$ cat src/rtl/prio_enc_pkg.sv
// prio_enc_pkg: shared FSM state type and index-width helper for the latched priority encoder
package prio_enc_pkg;
  typedef enum logic {IDLE, GRANT} state_t;
  function automatic int calc_lw(input int n);
    return (n <= 2) ? 1 : $clog2(n);
  endfunction
endpackage

$ cat src/rtl/prio_enc_comb.sv
// prio_enc_comb: combinational N-to-LW priority encoder; search starts at base-1 and wraps down to base
module prio_enc_comb import prio_enc_pkg::*; #(
  parameter int N = 16,
  localparam int LW = calc_lw(N)
) (
  input  logic [N-1:0]  req,
  input  logic [LW-1:0] base,
  output logic [LW-1:0] idx,
  output logic          any
);
  function automatic logic [LW-1:0] wrap(input logic [LW-1:0] b, input int k);
    int t;
    t = int'(b) + N - k;
    return LW'((t >= N) ? t - N : t);
  endfunction
  // Walk from lowest to highest priority so the last hit is the winner
  always_comb begin
    idx = '0;
    any = |req;
    for (int k = N; k >= 1; k--)
      if (req[wrap(base, k)]) idx = wrap(base, k);
  end
endmodule

$ cat src/rtl/prio_encoder_latch.sv
// prio_encoder_latch: sticky request capture with held, acknowledged priority grants.
// Build option PRIO_ROTATE_EN selects round-robin search from the last accepted grant.
module prio_encoder_latch import prio_enc_pkg::*; #(
  parameter int N = 16,
  localparam int LW = calc_lw(N)
) (
  input  logic          clk,
  input  logic          rst_n,
  input  logic          EI,
  input  logic [N-1:0]  A,
  input  logic          ACK,
  output logic [LW-1:0] L,
  output logic          GS,
  output logic          EO,
  output logic [N-1:0]  PEND
);
  state_t r_state, w_state_nx;
  logic [N-1:0] r_pend, w_pend_nx, w_clr;
  logic [LW-1:0] r_l, w_l_nx, w_idx, w_base;
  logic w_any, w_acc;
  assign w_acc = GS & ACK;
  assign w_clr = w_acc ? (N'(1) << r_l) : '0;
  // A set in the same cycle as the clear wins
  assign w_pend_nx = (r_pend & ~w_clr) | (EI ? A : '0);
`ifdef PRIO_ROTATE_EN
  logic [LW-1:0] r_ptr;
  always_ff @(posedge clk or negedge rst_n)
    if (!rst_n) r_ptr <= '0;
    else if (w_acc) r_ptr <= r_l;
  assign w_base = r_ptr;
`else
  assign w_base = '0;
`endif
  prio_enc_comb #(.N(N)) u_enc (
    .req  (r_pend),
    .base (w_base),
    .idx  (w_idx),
    .any  (w_any)
  );
  always_comb begin
    w_state_nx = r_state;
    w_l_nx = r_l;
    w_state_nx = (r_state == IDLE) ? ((EI & w_any) ? GRANT : IDLE) : (ACK ? IDLE : GRANT);
    w_l_nx = (r_state == IDLE && EI && w_any) ? w_idx : r_l;
  end
  always_ff @(posedge clk or negedge rst_n)
    if (!rst_n) begin
      r_state <= IDLE;
      r_pend <= '0;
      r_l <= '0;
    end else begin
      r_state <= w_state_nx;
      r_pend <= w_pend_nx;
      r_l <= w_l_nx;
    end
  assign GS = (r_state == GRANT);
  assign L = r_l;
  assign PEND = r_pend;
  assign EO = EI & ~|r_pend & ~GS;
endmodule

$ cat config.mk
export PLATFORM = sky130hd
export DESIGN_NAME = prio_encoder_latch
export DESIGN_NICKNAME = d
export VERILOG_FILES = /design/src/rtl/prio_enc_pkg.sv /design/src/rtl/prio_enc_comb.sv /design/src/rtl/prio_encoder_latch.sv
export SDC_FILE = /design/constraint.sdc
export NUM_CORES = 1
export LEC_CHECK = 0
export CAP_MARGIN = 5
export CORE_AREA = 2 2 81 83
export CTS_BUF_LIST = sky130_fd_sc_hd__clkbuf_8
export DETAILED_ROUTE_END_ITERATION = 6
export DIE_AREA = 0 0 83 85
export HOLD_SLACK_MARGIN = 0.06
export MAX_ROUTING_LAYER = met4
export PLACE_DENSITY_LB_ADDON = 0.05
export RECOVER_POWER = 25
export SETUP_SLACK_MARGIN = 0.4
export SLEW_MARGIN = 20
export SYNTH_ARGS = -nofsm -noshare
export SYNTH_HDL_FRONTEND = slang
export SYNTH_HIERARCHICAL = 1
export SYNTH_SLANG_ARGS = --single-unit
$ cat constraint.sdc
create_clock -name clk -period 3 [get_ports clk]
set_clock_uncertainty 0.1 [all_clocks]
set_input_delay 0.45 -clock clk [delete_from_list [all_inputs] [get_ports clk]]
set_output_delay 0.45 -clock clk [all_outputs]
set_load 0.05 [all_outputs]
Figure 1. Power grid.
Pins as bars on the die edge.
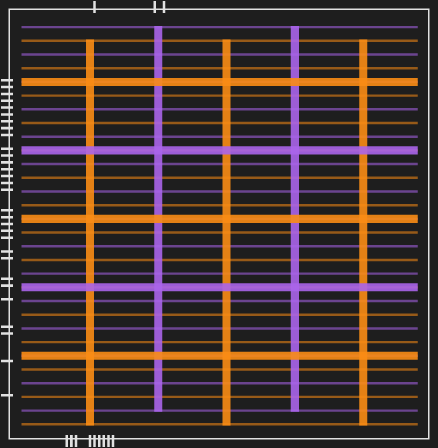
orange -> VSS
purple -> VDD
signal pins = 42
met4 straps = 5
met1 rails = 30
DIE WIDTH: 83 um
peak supply drop: 0.433 mV
die height: 85 um

Figure 2. Sequential cells grouped by signal name.
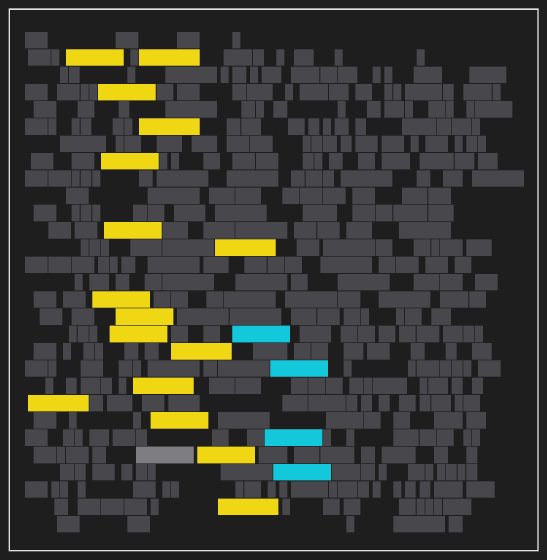
cyan -> L  # flops 4, where bottom centre
yellow -> PEND  # flops 16
not coloured = 1

==> flow_summary.json <==
{
  "crit_fanout": 5,
  "drc": 0,
  "vias": 2966,
  "fmax_mhz": 366,
  "cp-start-kind": "flip-flop",
  "cts_tree": "done",
  "yosysWarnings": 6,
  "lay_top_count": "nand2_1",
  "core-area_sq_um": 6200,
  "ys_seq_share_pct": 17.6,
  "synth_area_leader_cell": "dfrtp_1",
  "wl_per_cell_um": 19.4,
  "setup_violations": 0,
  "top_cell_area_share_pct": 17.6,
  "syn_avg_cell_area_sq_um": 9.19,
  "status": "finished, final reports clean",
  "edf_count": 0,
  "tool_warnings": 29,
  "layout.nets": 432,
  "worst_pin_slew_ns": 1.21,
  "clockBufferDepth": 2
}
[timing repair]
item                       4_1_cts  5_1_grt
gates cloned                     0        0
pin swaps                        4        3
setup buffers                    9        5
gates resized                   10       12
setup endpoints to repair        4        4
[layout make-up]
class / instances / area (sq um) / share of cell area (%)
repair buffers: 75 / 672 / 17.2
clock inverters: 1 / 7.51 / 0.192
inverters: 9 / 33.8 / 0.863
well taps: 77 / 96.3 / 2.46
flip-flops and latches: 21 / 534 / 13.7
clock buffers: 3 / 41.3 / 1.06
multi-input cells: 295 / 2530 / 64.6
[through the flow]
stage	instances	hold WS, ns	instance area, sq um	power [uW]
2_1_floorplan	339	0.0544	3080	1250
3_3_place_gp	463	0.510	3660	1620
3_5_place_dp	463	0.516	3660	1630
4_1_cts	476	0.445	3830	1890
5_1_grt	481	0.558	3910	2070
6_report	481	0.525	3910	1960
[worst reg2reg max path, cell delays in order, from the launching register on]
cell	delay, ns
dfrtp_2	0.40
mux4_2	0.50
mux2_4	0.32
mux2i_4	0.15
buf_4	0.15
a311oi_1	0.10
o311a_1	0.32
o41ai_2	0.21
a21oi_1	0.11
mux2_2	0.27
[sequential cells by signal, summed over array words and instances, names as in the netlist]
name / count
GS: 1
L: 4
PEND: 16
[report_power, final]
group	internal [uW]	total [uW]	switching [uW]
clock	94.3	202	108
sequential	343	423	79.5
combinational	564	1340	776
[kinds of logic (layout without fill, tap and decap cells)]
kind of cell / Yosys count / after routing / synth area share (%)
simple gates: 106 / 106 / 17.1
fa+ha+maj: 7 / 7 / 2.93
flops: 21 / 21 / 17.6
buf+inv: 23 / 88 / 3.77
mux: 75 / 75 / 36.1
other cells: 1 / 15 / 0.126
xor+xnor: 10 / 10 / 4.19
compound gates: 82 / 82 / 18.1
[routing by layer]
layer  global-route usage [%]  routed length (um)
met5                        -                   0
met4                     8.64                 278
met3                     3.31                 490
met2                     45.0                4620
met1                     33.4                3930
[Yosys cell counts, types with 3 or more instances]
library cell / number
mux2_1: 5
a221oi_1: 3
a211oi_1: 6
xnor2_2: 3
clkbuf_1: 5
mux2i_1: 28
nand2_1: 45
a21o_1: 3
mux2i_2: 3
o21ai_0: 25
buf_2: 6
nor4_1: 7
ha_1: 7
o21ai_1: 3
o22ai_1: 5
nand4_1: 3
nand2b_1: 7
a21oi_1: 10
nor2_1: 24
dfrtp_1: 21
mux4_2: 19
xnor2_1: 3
a31oi_1: 3
inv_1: 8
mux2_2: 15
[worst paths after layout]
check | start | to | slack, ns | depth (start not counted)
max in group asynchronous | rst_n | PEND[7] | 1.15 | 2
max | PEND[2] | L[2] | 0.27 | 9
max reg2reg | PEND[2] | L[2] | 0.27 | 9
min in group asynchronous | rst_n | PEND[12] | 0.85 | 2
min reg2reg | PEND[15] | PEND[15] | 0.52 | 2
min | PEND[15] | PEND[15] | 0.52 | 2
Power is estimated from default activity; no workload was simulated.
